==> src/rtl/rom_dl_packer.sv <==
// Packs the data_io byte download into 16-bit big-endian SDRAM words through a small word FIFO.
// Words leave the FIFO one cycle after push at the earliest; wr_ack pops, and a push into a full FIFO without a pop is dropped and flagged.
module rom_dl_packer #(
    parameter int          FIFO_DEPTH = 4,
    parameter logic [7:0]  PAD_BYTE   = 8'hFF
) (
    input  logic        clk_72,
    input  logic        reset,
    input  logic        ioctl_downl,
    input  logic        ioctl_wr,
    input  logic [24:0] ioctl_addr,
    input  logic [7:0]  ioctl_dout,
    output logic [3:0]  pcb,
    output logic        tate,
    output logic [7:0]  brd,
    output logic        wr_req,
    output logic [23:0] wr_addr,
    output logic [15:0] wr_data,
    input  logic        wr_ack,
    output logic        rom_loaded,
    output logic        overflow
);

    localparam int AW = (FIFO_DEPTH > 1) ? $clog2(FIFO_DEPTH) : 1;
    localparam logic [AW:0] DEPTH_C = (AW + 1)'(FIFO_DEPTH);

    typedef enum logic [1:0] {IDLE, LOAD, DRAIN, DONE} state_t;

    typedef struct packed {
        logic [23:0] addr;
        logic [15:0] data;
    } word_t;

    state_t       state;
    logic         downl_q;
    logic         rise;
    logic         fall;

    logic [7:0]   held;
    logic [23:0]  held_addr;
    logic         held_vld;

    word_t        mem [FIFO_DEPTH];
    word_t        head;
    logic [AW-1:0] wr_ptr;
    logic [AW-1:0] rd_ptr;
    logic [AW:0]  count;

    logic [24:0]  offset;
    logic         byte_ok;
    logic         hdr0;
    logic         hdr1;
    logic         pay_even;
    logic         pay_odd;
    logic         flush;
    logic         push;
    word_t        push_word;
    logic         full;
    logic         pop;
    logic         do_push;

    assign rise = ioctl_downl && !downl_q;
    assign fall = !ioctl_downl && downl_q;

    // A strobe coinciding with a download restart is discarded along with everything else.
    assign offset   = ioctl_addr - 25'd2;
    assign byte_ok  = ioctl_wr && (state == LOAD) && !rise;
    assign hdr0     = byte_ok && (ioctl_addr == 25'd0);
    assign hdr1     = byte_ok && (ioctl_addr == 25'd1);
    assign pay_even = byte_ok && (ioctl_addr >= 25'd2) && !offset[0];
    assign pay_odd  = byte_ok && (ioctl_addr >= 25'd2) && offset[0];
    assign flush    = (state == DRAIN) && held_vld;

    always_comb begin
        push      = 1'b0;
        push_word = '0;
        if (pay_odd) begin
            push      = 1'b1;
            push_word = '{addr: offset[24:1],
                          data: {(held_vld ? held : PAD_BYTE), ioctl_dout}};
        end else if ((pay_even && held_vld) || flush) begin
            push      = 1'b1;
            push_word = '{addr: held_addr, data: {held, PAD_BYTE}};
        end
    end

    assign full    = (count == DEPTH_C);
    assign wr_req  = (count != '0);
    assign pop     = wr_ack && wr_req;
    assign do_push = push && !rise && (!full || pop);

    assign head    = mem[rd_ptr];
    assign wr_addr = wr_req ? head.addr : '0;
    assign wr_data = wr_req ? head.data : '0;

    always_ff @(posedge clk_72) begin
        if (reset) begin
            downl_q <= 1'b0;
        end else begin
            downl_q <= ioctl_downl;
        end
    end

    always_ff @(posedge clk_72) begin
        if (reset) begin
            state      <= IDLE;
            rom_loaded <= 1'b0;
        end else if (rise) begin
            state      <= LOAD;
            rom_loaded <= 1'b0;
        end else begin
            case (state)
                LOAD: begin
                    if (fall) begin
                        state <= DRAIN;
                    end
                end
                DRAIN: begin
                    // A pending flush always pushes first, so an empty FIFO here means truly drained.
                    if (!held_vld && (count == '0)) begin
                        state      <= DONE;
                        rom_loaded <= 1'b1;
                    end
                end
                default: begin
                    state <= state;
                end
            endcase
        end
    end

    always_ff @(posedge clk_72) begin
        if (reset) begin
            pcb  <= '0;
            tate <= 1'b0;
            brd  <= '0;
        end else if (hdr0) begin
            pcb  <= ioctl_dout[3:0];
            tate <= ioctl_dout[7];
        end else if (hdr1) begin
            brd  <= ioctl_dout;
        end
    end

    always_ff @(posedge clk_72) begin
        if (reset || rise) begin
            held      <= '0;
            held_addr <= '0;
            held_vld  <= 1'b0;
        end else if (pay_even) begin
            held      <= ioctl_dout;
            held_addr <= offset[24:1];
            held_vld  <= 1'b1;
        end else if (pay_odd || flush) begin
            held_vld  <= 1'b0;
        end
    end

    always_ff @(posedge clk_72) begin
        if (do_push) begin
            mem[wr_ptr] <= push_word;
        end
    end

    always_ff @(posedge clk_72) begin
        if (reset || rise) begin
            wr_ptr   <= '0;
            rd_ptr   <= '0;
            count    <= '0;
            overflow <= 1'b0;
        end else begin
            if (do_push) begin
                wr_ptr <= wr_ptr + 1'b1;
            end
            if (pop) begin
                rd_ptr <= rd_ptr + 1'b1;
            end
            case ({do_push, pop})
                2'b10:   count <= count + 1'b1;
                2'b01:   count <= count - 1'b1;
                default: count <= count;
            endcase
            if (push && full && !pop) begin
                overflow <= 1'b1;
            end
        end
    end

endmodule

==> config.mk <==
export PLATFORM = sky130hd
export DESIGN_NAME = rom_dl_packer
export DESIGN_NICKNAME = d
export VERILOG_FILES = /design/src/rtl/rom_dl_packer.sv
export SDC_FILE = /design/constraint.sdc
export NUM_CORES = 1
export LEC_CHECK = 0
export CORE_MARGIN = 2
export CORE_UTILIZATION = 61
export CTS_CLUSTER_SIZE = 20
export DETAILED_ROUTE_END_ITERATION = 8
export MAX_ROUTING_LAYER = met4
export PLACE_DENSITY = 0.87
export SYNTH_ARGS = -nofsm -noshare
export SYNTH_HDL_FRONTEND = slang
export SYNTH_SLANG_ARGS = --single-unit
==> constraint.sdc <==
create_clock -name clk_72 -period 21.3 [get_ports clk_72]
set_input_delay 3.195 -clock clk_72 [delete_from_list [all_inputs] [get_ports clk_72]]
set_output_delay 3.195 -clock clk_72 [all_outputs]
set_load 0.02 [all_outputs]
==> flow_summary_export.csv <==
group,metric,value,unit
outcome,outcome,"finished clean",
route,routed_wl,20.5,mm
grt,antenna_found_initial,0,
critical_path,r2r_slack,17020,ps
timing,maxSlewHeadroom,20.2,%
pwr,p_leak,3.64,nW
floorplan,ios,94,
finish,fin_nets,766,
finish,area_growth,18.9,%
clocking,cts_hold_buffers,0,
finish,comb_area,0.00310,sq mm
worst_hold_path,hold_class,"flip-flop to flip-flop",
timing,fin_tns_setup,0,ps
route,met3_length,1.31,mm
pwr,powerDensity,80.2,mW/mm^2
clocking,cts_resized,0,
synth,syn_area_per_cell,14.9,sq um
synth,numSynthFlops,220,
route,drtIter0Drc,510,
finish,seq_area,0.00601,sq mm
synth,fp_nets,675,
grt,overflow,0,
floorplan,fp-utilization,62.0,%
placement,place_hpwl,12.9,mm
synth,yosys_warnings,0,
timing,finalHoldViolCount,0,
timing,setup_viol,0,
placement,gp_congestion,0.897,
grt,grt_pass1_vias,5893,
synth,yosys_cells,629,
floorplan,die-area,0.0164,sq mm
pwr,ir_drop,0.0724,mV
synth,ys_area,0.00936,sq mm
critical_path,crit_type,"input pin to flip-flop",
route,drc,0,
clocking,post-cts-setup-buffers,0,
synth,edf_count,160,
timing,slew_viol_final,0,
finish,diodes,0,
clocking,cts_buffer_depth,3,
critical_path,cp-start-kind,"input pin",
synth,yosysSeqAreaShare,64.1,%
timing,period_minus_slack,7690,ps
synth,most_common_cell,"edfxtp_1",
floorplan,row_count,45,
finish,fillers,905,
route,wl_met1,8.18,mm
[placed cells by master (no fill, tap or decap), types with 3 or more instances in the layout]
master           netlist  final
xnor2_1               15     15
o2bb2ai_1             23     23
a21oi_1               13     13
and2_1                43     43
nand2_1               15     15
xor2_1                 7      7
ha_1                   7      7
clkbuf_16              0     23
mux2i_1               23     23
nor2_1                68     68
buf_4                  0     13
nor4_1                 4      4
clkdlybuf4s50_1        0     93
nor3_1                 9      9
clkbuf_1              20      8
nand2b_1               3      3
nor4b_1                7      3
a21o_1                 8      8
mux4_2                40     40
dfxtp_1               60     58
a211oi_2              20     20
o21ai_0                4      4
or3_1                  6      6
inv_1                 20     20
nor4b_2                0      4
clkinv_1               0      3
a211oi_1               5      5
nor2b_1                3      3
nand3_1                4      4
edfxtp_1             160    160
[worst max-delay path, stage by stage]
cell,delay [ps]
clkdlybuf4s50_1,470
inv_1,140
ha_1,250
nor4b_1,640
nand4_1,300
o311ai_4,1030
and3_1,820
o21ai_0,240
fa_1,460
o32a_1,380
mux2i_1,170
[kinds of logic after synthesis]
group	synth area share, %
AOI/OAI and AO/OA	8.15
xor gates and xnor gates	2.06
adders and majority gates	1.15
buffers and inverters	3.06
DFF	64.1
muxes	12.1
and+or+nand+nor	9.35
[where the power goes]
group	leakage, nW	total, mW	switching (mW)	internal (mW)
clock	0.334	0.367	0.151	0.217
combinational	1.43	0.0657	0.0366	0.0291
sequential	1.88	0.460	0.00265	0.457
total	3.64	0.893	0.190	0.703
[flip-flops by register name (all words and copies together) (netlist names), named ones only]
name / cells
wr_ptr: 2
tate: 1
overflow: 1
pcb: 4
brd: 8
state: 2
rom_loaded: 1
held_vld: 1
mem: 160
held_addr: 24
downl_q: 1
held: 8
rd_ptr: 2
count: 3
[final cells by class]
| class | instances | share of cell area (%) |
|---|---|---|
| flip-flops and latches | 220 | 54.0 |
| clock inverters | 6 | 0.461 |
| well taps | 188 | 2.11 |
| multi-input cells | 350 | 27.8 |
| clock buffers | 33 | 5.69 |
| repair buffers | 106 | 9.24 |
| inverters | 20 | 0.675 |
[layer usage]
| metal | up-vias | GRT usage (%) |
|---|---|---|
| li1 | 2561 | - |
| met5 | - | - |
| met1 | 2904 | 34.4 |
| met4 | 0 | 8.66 |
| met2 | 255 | 43.3 |
| met3 | 52 | 2.88 |
[path summary, 6_finish.rpt]
kind / start / to / depth (start not counted)
hold / removal: overflow / overflow / 2
setup / recovery: ioctl_addr[1] / count[2] / 11
hold reg to reg: overflow / overflow / 2
setup reg to reg: downl_q / mem[0][36] / 7
[metrics by stage]
| stage | power (mW) | area (sq um) | hold slack [ps] | utilization [%] | instances |
|---|---|---|---|---|---|
| 2_1_floorplan | 0.506 | 9360 | 450 | - | 629 |
| 3_3_place_gp | 0.532 | 10400 | 463 | 69.2 | 884 |
| 3_5_place_dp | 0.534 | 10400 | 475 | 69.2 | 884 |
| 4_1_cts | 0.894 | 11100 | 493 | 73.7 | 923 |
| 5_1_grt | 0.916 | 11100 | 507 | 73.7 | 923 |
| 6_report | 0.893 | 11100 | 493 | 73.7 | 923 |
congestion_map.png
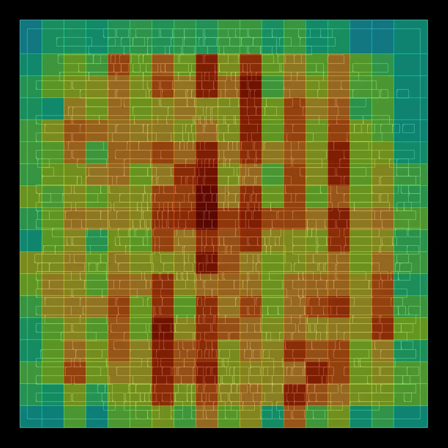
post-layout util: 73.7%
Wirelength per Cell: 22.2 microns
Tot GR Track Use: 26.1%

layers.png
Two of the layers only.
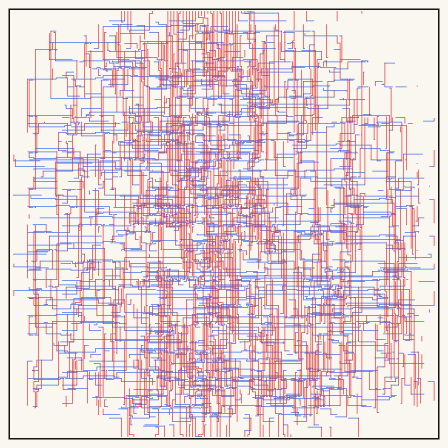
Blue marks M1, wire length 8180 microns. Red marks M2, wire length 10400 microns.

closeup.png
Region (83, 19) to (108, 44) microns. Cells in grey, sequential cells in the stronger grey; small squares are vias.
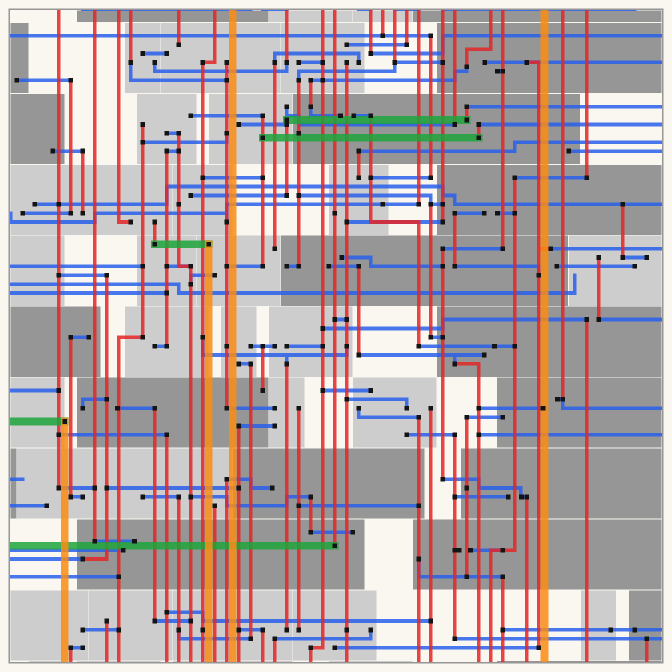
Orange marks M4. Green marks M3. Blue marks M1. Red marks M2.
33 logic cells have their middle in the window. Sequential cells in the window: 11. Most frequent: edfxtp_1 (9), o2bb2ai_1 (4). Netlist names of flops here include mem (9), held_addr (2).

floorplan.png
Bar = 50 microns. Pins as bars on the die edge. Tap cells in grey.
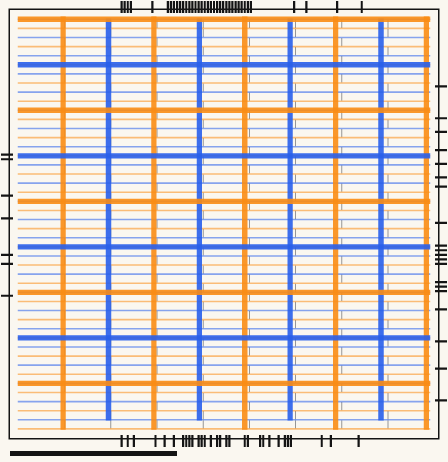
Blue marks VDD. Orange marks VSS.
9 straps on met4. 9 straps on met5.
Die Span Y: 128 microns
core area: 0.0151 sq mm

No activity file was given, so power comes from the tool's default toggle rates.
